Design idct_mac_sequencer, sky130hd; sources not shown.
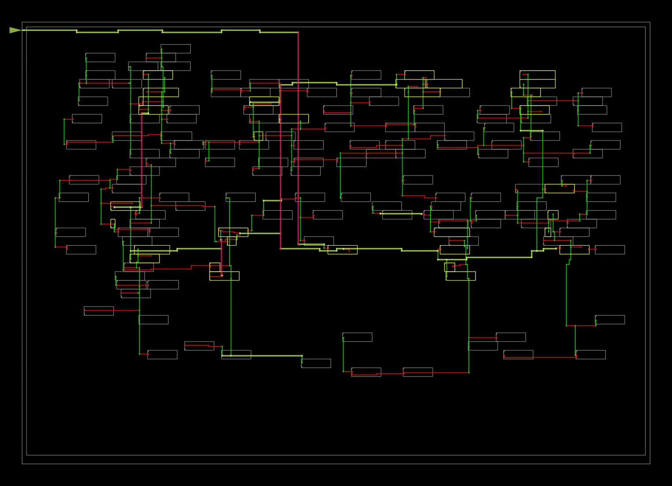
clocks.png
count of clock-net buffers in the final layout: 19
worst-skew pair later-pin latency: 0.43 ns

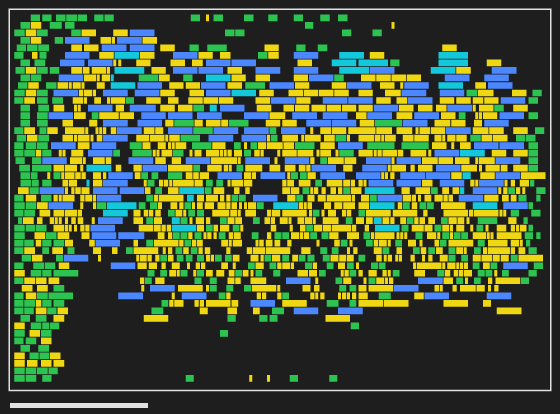
placement_by_type.png
The bar under the picture is 50 um long.
Key: combinational and other logic = yellow [cells 748]; other buffers and delay cells = green [cells 342]; flops = blue [cells 130]; clock drivers and dummy loads = cyan [cells 32]
core area: 0.0257 sq mm
utilization after layout: 0.563

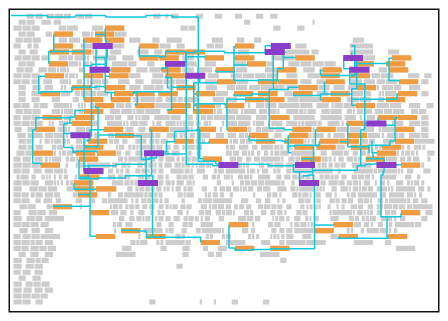
clk_routes.png
Key: flip-flops = orange [count 130]; clock drivers = purple [count 17]; clock wires = cyan [length 2050 um]
There are 18 routed clock nets.
clock group power: 0.00219 W
Clock Power Share: 0.162

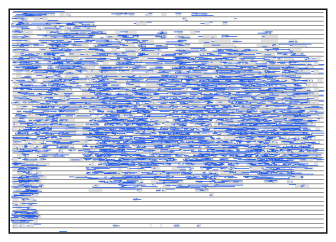
layer_met1.png
Supply wires on this layer in grey.
The longest straight run is 43.7 um. 1252 nets have wire on it. The layer carries 13000 um of wire. The wires run mostly horizontal. The layer holds 42% of the routed length.
WL final: 31200 um
met1 track utilization from global routing: 0.272
number of vias in the routed layout: 8466

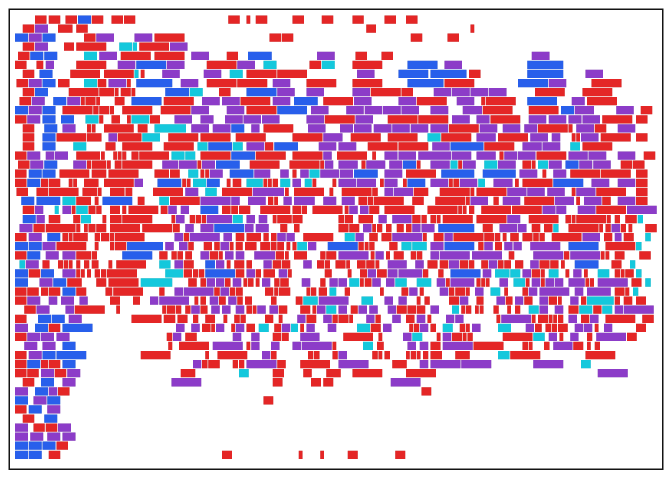
sizes.png
Key: _2 cells = cyan [cells 82, share 6.5%]; _6 and larger = blue [cells 98, share 7.8%]; _3 and _4 cells = purple [cells 381, share 30%]; _0 and _1 cells = red [cells 691, share 55%]
growth of design area from synthesis to finish: 57.7%
bufs w/o clock: 342
post-layout worst setup margin: -0.0916 ns

==> impl_metrics.csv <==
group,metric,value,unit
outcome,status,"finished with violations",
outcome,failed_checks,"negative setup slack",
pwr,cellPowerDensity,937,mW/mm^2
yosys,yosys.stat.chipArea,0.00918,sq mm
final_timing,period_needed,3.49,ns
grt,grt_max_degree,51,
layout,largest_register_ff_count,70,
detailed_routing,drt-initial-drc-count,496,
final_timing,layout_setup_ws,-0.0916,ns
yosys,yosysWarnings,6,
yosys,synthesis.area,0.00918,sq mm
final_timing,finalSetupViolations,93,
final_timing,timing_worst_slew_pin_value,0.848,ns
worst_setup_path,critical_path_arrival,2.76,ns
pwr,p_total,0.0136,W
placed_design,gp_congestion,0.927,
yosys,ff_type,"dfrtp_1",
floorplan,placementRows,49,
worst_setup_path,worst-setup-path-type,"reg -> out",
pwr,leakagePower,6.44,nW
yosys,synth_cells,936,
floorplan,design.portCount,174,
stage by stage:
stage	cells	hold WS [ns]	instance area (sq um)
3_5_place_dp	1521	0.406	12100
2_1_floorplan	939	0.389	9250
6_report	1584	0.418	14500
5_1_grt	1584	0.436	14500
4_1_cts	1572	0.419	13500
3_3_place_gp	1521	0.393	12100
critical path: stages, from the launching register on:
cell       delay, ns
dfrtp_1         0.40
fa_1            0.54
nand2_1         0.07
fa_1            0.49
and3_4          0.31
clkbuf_16       0.19
and3_4          0.21
buf_6           0.12
area by class of cell:
type | instances | share of cell area
Antenna cell | 1 | 0.000173
Clock buffer | 19 | 0.0299
Clock inverter | 13 | 0.0177
Inverter | 27 | 0.00717
Multi-Input combinational cell | 721 | 0.465
Sequential cell | 130 | 0.225
Tap cell | 331 | 0.0286
Timing Repair Buffer | 342 | 0.227
synth_stat cells, types with 3 or more instances:
master,count
clkbuf_1,32
and3_1,54
xnor2_1,13
a21o_1,10
o21bai_1,5
inv_1,27
nor2_1,70
a21oi_1,62
o21a_1,15
mux2_2,18
mux2_4,89
nor2b_1,11
mux2i_1,8
xor2_1,20
fa_1,3
o211ai_1,12
and4b_1,3
ha_1,47
o31a_1,3
nor3_1,11
o21ai_1,35
and2_1,3
nand2b_1,7
o21ai_0,34
buf_12,9
buf_4,7
nor3b_1,3
a21boi_0,3
nand3_1,23
dfrtp_1,130
nand2_1,100
buf_2,6
buf_6,4
nand4_1,11
a211oi_1,4
cell families after synthesis:
logic type	count (synthesis)	share of synthesized area
and+or+nand+nor	307	0.162
DFF	130	0.354
adders and majority gates	50	0.0706
xor gates and xnor gates	33	0.0315
other	1	0.000408
AOI/OAI and AO/OA	212	0.146
muxes	115	0.176
buffers and inverters	88	0.0590
timing repair:
action,CTS,global route
buffers inserted,15,8
pin swaps,49,81
resized,368,231
cloned,4,4
setup endpoints to repair,113,112
routing by layer:
layer	vias to the layer above	GRT usage	wire length, um
li1	3935	-	-
met3	55	0.0428	1670
met1	4162	0.272	13000
met2	312	0.391	15600
met5	-	0	13
met4	2	0.0901	956
power by group:
| part | switching [W] | leakage [nW] | internal [W] | total, W |
|---|---|---|---|---|
| clock | 0.000741 | 0.328 | 0.00145 | 0.00219 |
| sequential | 0.000427 | 1.71 | 0.00197 | 0.00240 |
| combinational | 0.00456 | 4.40 | 0.00441 | 0.00897 |
| total | 0.00573 | 6.44 | 0.00784 | 0.0136 |
Power figures rest on the tool's default switching activity, not on a simulated workload.
